Figure 1. Floorplan with the power grid (run 1).
The bar under the picture is 50 um long. Pins as bars on the die edge. Tap cells in gray.
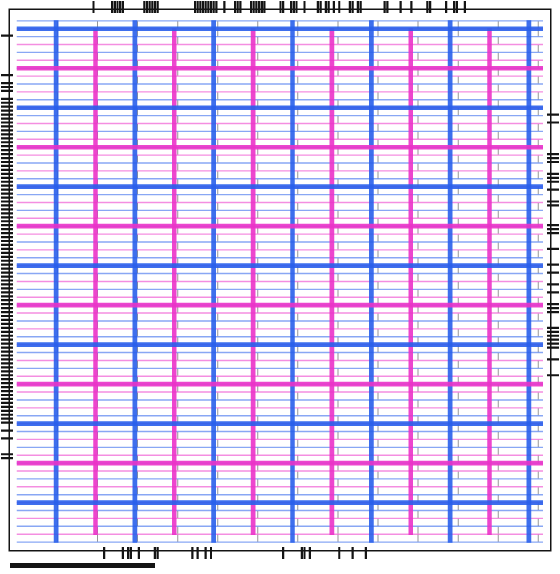
Figure 2. Wiring heat map (run 1).
The die is cut into 37 by 37 equal tiles; dark blue is low, red is high, scaled to the fullest tile. Values are wire area over tile area, all layers added.
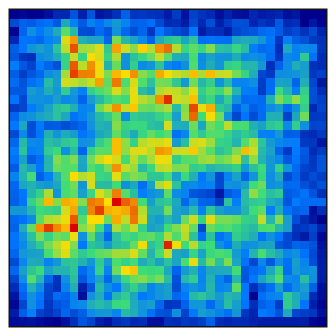
Figure 3. Cells colored by class (run 1).
Fill, decap, tap and diode cells in gray.
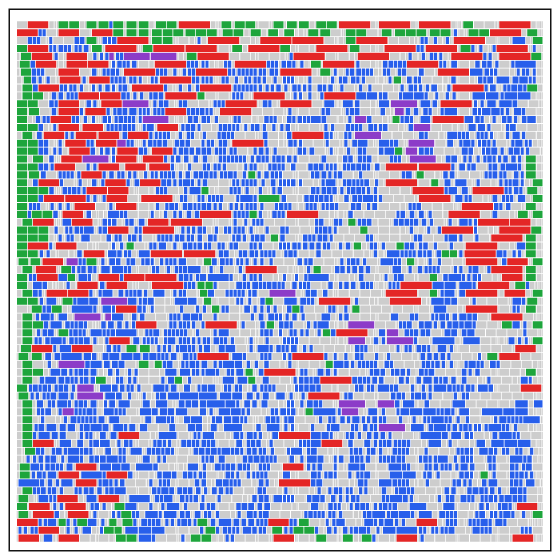
Figure 4. Cell outlines without signal wires (run 1).
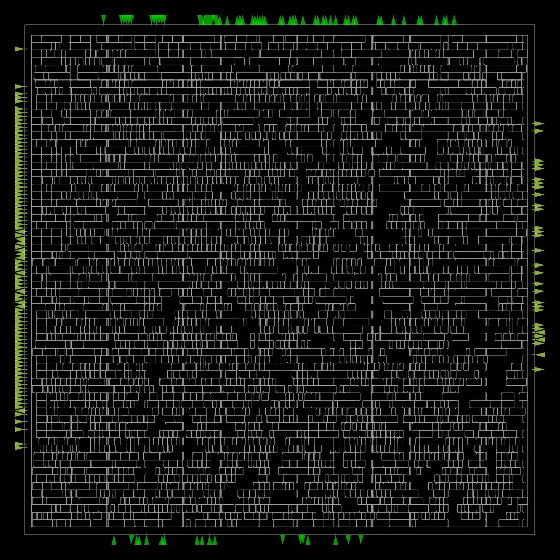
==> config.mk <==
export PLATFORM = sky130hd
export DESIGN_NAME = switch_5x5_xy
export DESIGN_NICKNAME = d
export VERILOG_FILES = /design/src/rtl/switch_5x5_xy_pkg.sv /design/src/rtl/sw_in_port.sv /design/src/rtl/switch_5x5_xy.sv
export SDC_FILE = /design/constraint.sdc
export NUM_CORES = 1
export LEC_CHECK = 0
export ABC_AREA = 1
export CAP_MARGIN = 20
export CORE_MARGIN = 2
export CORE_UTILIZATION = 55
export CTS_CLUSTER_DIAMETER = 50
export CTS_CLUSTER_SIZE = 28
export DETAILED_ROUTE_END_ITERATION = 10
export GPL_ROUTABILITY_DRIVEN = 1
export PLACE_DENSITY = 0.78
export SETUP_SLACK_MARGIN = 0.02
export SLEW_MARGIN = 5
export SYNTH_ARGS = -nofsm -noshare
export SYNTH_HDL_FRONTEND = slang
export SYNTH_HIERARCHICAL = 1
export SYNTH_SLANG_ARGS = --single-unit
==> constraint.sdc <==
create_clock -name clk -period 6 [get_ports clk]
set_input_delay 0.9 -clock clk [delete_from_list [all_inputs] [get_ports clk]]
set_output_delay 0.9 -clock clk [all_outputs]
set_load 0.02 [all_outputs]
==> notes.md, run 1 <==
yosys + openroad results -> outcome finished, final reports clean, vias in the first global route ~18000, PnR worst setup slack 0.6008 ns, Logic Gate Count 2194, AND-OR/OR-AND Cells, Area Fraction 10.59%, critical path type reg -> reg, Adder Area Share under 10%, Reg2Reg Depth 29, fill cell count around 3000, Initial Util 55.98%, Simple Share, Synth 46.21%, Synth area leader nand2_1, CTS root buf clkbuf_16, delay of the slowest critical-path stage 0.95 ns, max_cap viols 0, biggest area cells nand2_1, edfxtp_1, dfxtp_1, P&R area growth vs syn 15.39%, fraction of layout cells with a size suffix above 1 11.38%, synthesis warning total 6, gr busiest metal met2, Synth Flop Type dfxtp_1, clock buffer depth 2, min-delay worst type reg -> reg, number of enable flip-flop cells 90, XOR Share, Synth 1.676%, net count after synthesis 3017, Flop area 4805 sq um, M3 GR Usage 9.763%, Comb area 11380 sq um, final cell count without fillers 3466, Syn Area/Cell 6.390 sq um, Detailed Place HPWL 51970 um, gpl congestion 1.017
Back to the opening pictures, Figure 1:
Blue shows VSS. Magenta shows VDD.
The core has 66 rows. 13 straps on met5. 197 signal pins sit on the boundary. 13 straps on met4. 67 met1 rails follow the rows.
die y size: 186.0 um
Die W: 186.0 um

Back to the opening pictures, Figure 2:
The mean over all tiles is 0.34. The fullest tile reaches 0.91. The densest ninth of the die: center. 24% of the tiles are over half the peak.
total track usage: 38.54%
per-cell routed wire length: 19.33 um
Routed Wire Length: 67010 um

Back to the opening pictures, Figure 3:
Purple shows clock drivers and dummy loads, cells 32. Blue shows combinational and other logic, cells 2556. Green shows remaining buffers and delay cells, cells 240. Red shows sequential cells, cells 195.
row cnt: 66
design area: 21020 sq um
Final Core Density: 64.59%
Core ar.: 32540 sq um
flop share of the area: 22.86%

Back to the opening pictures, Figure 4:
Tapcells: 442
Flop Count: 195

==> run 2: changes to the inputs <==
==> constraint.sdc (replaced) <==
create_clock -name clk -period 6 [get_ports clk]
set_input_delay 1.2 -clock clk [delete_from_list [all_inputs] [get_ports clk]]
set_output_delay 1.2 -clock clk [all_outputs]
set_load 0.02 [all_outputs]
==> run 2 against run 1 <==
  * Worst hold slack got worse by 0.0050 ns
  * Critical endpoint is now g_in[0].u_in/mask_q[1]$_SDFFE_PN0P_
  * Non-clock buffer count rose by 30
  * Clock-buffer cell count fell by 1
==> notes.md, run 2 <==
yosys + openroad results -> Simple Share, Synth 46.21% (unchanged), min-delay worst type reg -> reg (unchanged), Comb area 11380 sq um (unchanged), Flop Count 195 (unchanged), design area 21260 sq um (was 21020 sq um), biggest area cells nand2_1, edfxtp_1, dfxtp_1 (unchanged), row cnt 66 (unchanged), vias in the first global route 18596 (was 18484), Tapcells 442 (unchanged), gpl congestion 1.017 (about the same), CTS root buf clkbuf_16 (unchanged), Logic Gate Count 2194 (unchanged), Final Core Density 65.36% (was 64.59%), fill cell count 3027 (unchanged), outcome finished, final reports clean (unchanged), Die W 186.0 um (unchanged), Reg2Reg Depth 30 (was 29), Adder Area Share 3.985% (unchanged), Synth Flop Type dfxtp_1 (unchanged), Detailed Place HPWL 52350 um (was 51970 um), synthesis warning total 6 (unchanged), P&R area growth vs syn 16.76% (was 15.39%), flop share of the area 22.59% (was 22.86%), XOR Share, Synth 1.676% (unchanged), PnR worst setup slack 0.8075 ns (was 0.6008 ns), delay of the slowest critical-path stage 0.53 ns (was 0.95 ns), net count after synthesis 3017 (unchanged), final cell count without fillers 3495 (was 3466), M3 GR Usage 9.470% (was 9.763%), number of enable flip-flop cells 90 (unchanged)
Figure 5. Wiring heat map (run 2).
The die is cut into 37 by 37 equal tiles; dark blue is low, red is high, scaled to the fullest tile. Values are wire area over tile area, all layers added.
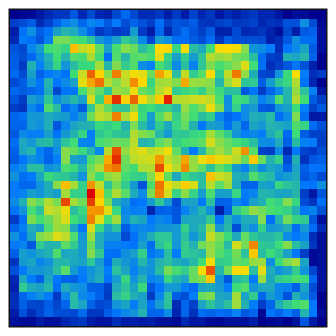
The densest ninth of the die: center. 25% of the tiles are over half the peak. The mean over all tiles is 0.34. 1.4% of the tiles are nearly empty. The fullest tile reaches 0.91.
per-cell routed wire length: 19.01 um
via count: 20348
total track usage: 38.42%
Routed Wire Length: 66450 um

